Design encoder_fault_monitor, sky130hd; sources not shown.
Floorplan with the power grid:
Bar = 20 um. Pins as bars on the die edge. Tap cells in grey.
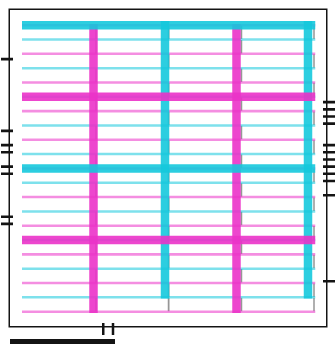
[VSS] magenta
[VDD] cyan
met1 rails: 21
met4 straps: 4
rows: 20
core box area: 3030 um^2
Worst VDD drop: 1460 uV
Die Wd: 60 um
Die H: 60 um

Placement by cell class:
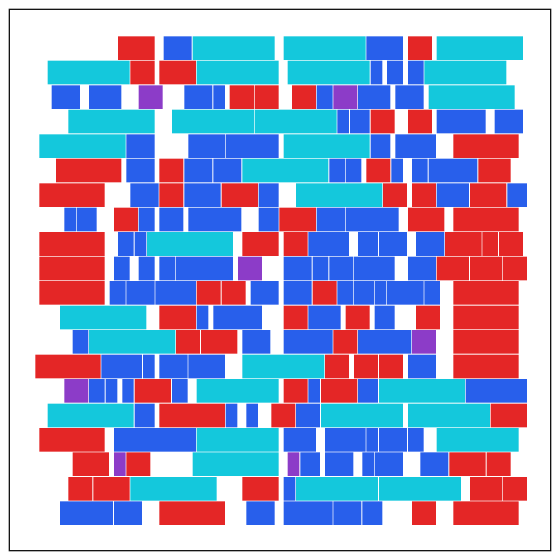
[remaining buffers and delay cells] red | cells: 72 | share of their area: 32%
[clock drivers and dummy loads] purple | cells: 7 | share of their area: 1.8%
[sequential cells] cyan | cells: 30 | share of their area: 30%
[combinational and other logic] blue | cells: 109 | share of their area: 36%
Post-Route Utilization: 0.855
Post-Layout Inst Area: 2590 um^2
flop share of the area: 0.297

==> reports/qor.yml <==
cts_max_level: 2
p_total_mw: 5.03
xor_area_frac: 0.0407
synthFlopType: "dfrtp_1"
critPathSlowestCell: "or3_4"
period_needed_ns: 1.50
clk_path_buf_depth: 2
cp-end-kind: "flop"
top_cell_area_share: 0.499
chip_area_um2: 3600
synthTopCellsByArea: "dfrtp_1, and2_1, ha_1, o21ai_0, mux2_2"
yosysUniqueCellTypes: 37
compound_area_frac: 0.133
syn_to_final_growth_pct: 71.9
vias_per_cell: 5.60
core_util_floorplan: 0.497
async_flop_share: 1.00
path_cells: "or3_4 > o21ai_2 > a31oi_1 > nor3_2 > mux2_2"
drt_iter0_drc: 66
cts_tree: "done"
cts_sinks: 30
top_cell: "dfrtp_1"
yosys_cells: 142
ys_seq_share: 0.499
yosys.area.top_type: "dfrtp_1"
whs_path_depth: 2
finalCritPeriodShare: 1.16
remaining_drc_errors: 0
hold_path_class: "primary input to flop"
first_pass_iters: 4
netlist_instances: 142
worstPathMaxFanout: 3
critical_path_required_ns: 1.58
grt_max_degree: 31
violations: "negative setup slack"
powerDensity_nw_per_um2: 1940
synth-simple-area-share: 0.230
syn_area_per_cell_um2: 10.6
yosys_warnings: 0
ctsHoldBuffers: 0
clk_pin_slew_worst_paths_ns: 0.09
cts_root_buffer: "clkbuf_4"
antenna_cells: 0
drive_above_1_share: 0.624
drt_wl_total_um: 4610
netlist_top_cells_count: "dfrtp_1, and2_1, nand2_1"
slew_headroom: 0.769
io_buffers: 21
hpwl_um: 2420
start_kind: "flop"
syn_nets: 154
layout.nets: 230
hold_viol: 0
via_count: 1466
leakage_nw: 1.17
cp.arrival_ns: 1.79
fmax_mhz: 665
rsz0062_at_grt: "yes"
synth-edff-count: 0
antenna_found_initial: 0
grt-ovfl-total: 0
r2r_setup_slack_ns: -0.20
setup_viol: 16
grt_usage: 0.268
syn_area_um2: 1510
drv_slew: 0
placementRows: 20
cts_made_buffers: 5
ys_area_um2: 1510
num_io_pins: 22
tool_warnings: 31
place_congestion: 0.861
grt_pass1_wl_um: 6880
synth-seq-cells: 30
fin_ws_ns: -0.203
slowest_delay_ns: 0.42
reg2reg_depth: 5
synth-adder-area-share: 0.0416
fin_skew_ns: 0.00689
holdWs_ns: 0.245
max_slew.worst_pin.slew_ns: 0.344
path_class: "flop to flop"
logic_family: "simple AND/OR/NAND/NOR gates"
grt_pass1_vias: 1487
synthMuxAreaShare: 0.0299
ant_nets: 0
cap_viol_max_count: 0
wl_per_cell_um: 17.6
worstSkewPairLatency_ns: 0.34
status: "finished with violations"
dpl_cell_area_um2: 2200
## repair_timing
action | in CTS | in global routing
pin swaps | 23 | 5
setup buffers | 18 | 5
gates resized | 48 | 10
setup endpoints to repair | 44 | 44
## cell usage in the layout, fill, tap and decap left out, types with 5 or more instances in the layout
cell       n
buf_12    16
clkbuf_4   5
nand3_1    5
dfrtp_1   16
buf_4     34
nand2_1   10
dfrtp_2   14
buf_6     17
xor2_1     5
and2_4    12
## cell families (layout without fill, tap and decap cells)
logic type	after synthesis	after routing
and+or+nand+nor	60	60
DFF	30	30
AOI/OAI and AO/OA	29	29
xor gates and xnor gates	7	7
buffers and inverters	7	83
adders and majority gates	5	5
muxes	4	4
## area by class of cell
cell class / instances / area, um^2
Clock buffer: 7 / 45.0
Sequential cell: 30 / 768
Multi-Input combinational cell: 105 / 890
Inverter: 4 / 17.5
Timing Repair Buffer: 72 / 812
Tap cell: 44 / 55.1
Fill cell: 151 / 440
## routing by layer
layer,share of wire,up-vias,track usage
met5,0,-,0
met4,0.030,0,0.124
met3,0.063,18,0.0866
met2,0.51,67,0.447
met1,0.40,722,0.311
li1,-,659,-
## where the power goes
group | leakage [nW] | switching, mW | internal (mW)
sequential | 0.378 | 0.225 | 1.14
clock | 0.0254 | 0.316 | 0.203
combinational | 0.768 | 1.50 | 1.65
total | 1.17 | 2.04 | 2.99
## critical path, delay by kind of cell (launching register included)
family	cells	cell delay [ns]
AND/OR/NAND/NOR	2	0.61
flip-flops	1	0.41
multiplexers	1	0.17
AND-OR/OR-AND	2	0.25
## through the flow
| step | setup slack, ns | std cells | TNS [ns] |
|---|---|---|---|
| finish | -0.203 | 262 | -1.43 |
| global route | -0.262 | 262 | -2.50 |
| CTS | -0.173 | 257 | -1.02 |
| detailed placement | -0.392 | 232 | -7.24 |
| global placement | -0.343 | 232 | -6.59 |
| floorplan | -0.137 | 142 | -0.988 |
Power and IR drop assume default switching activity.
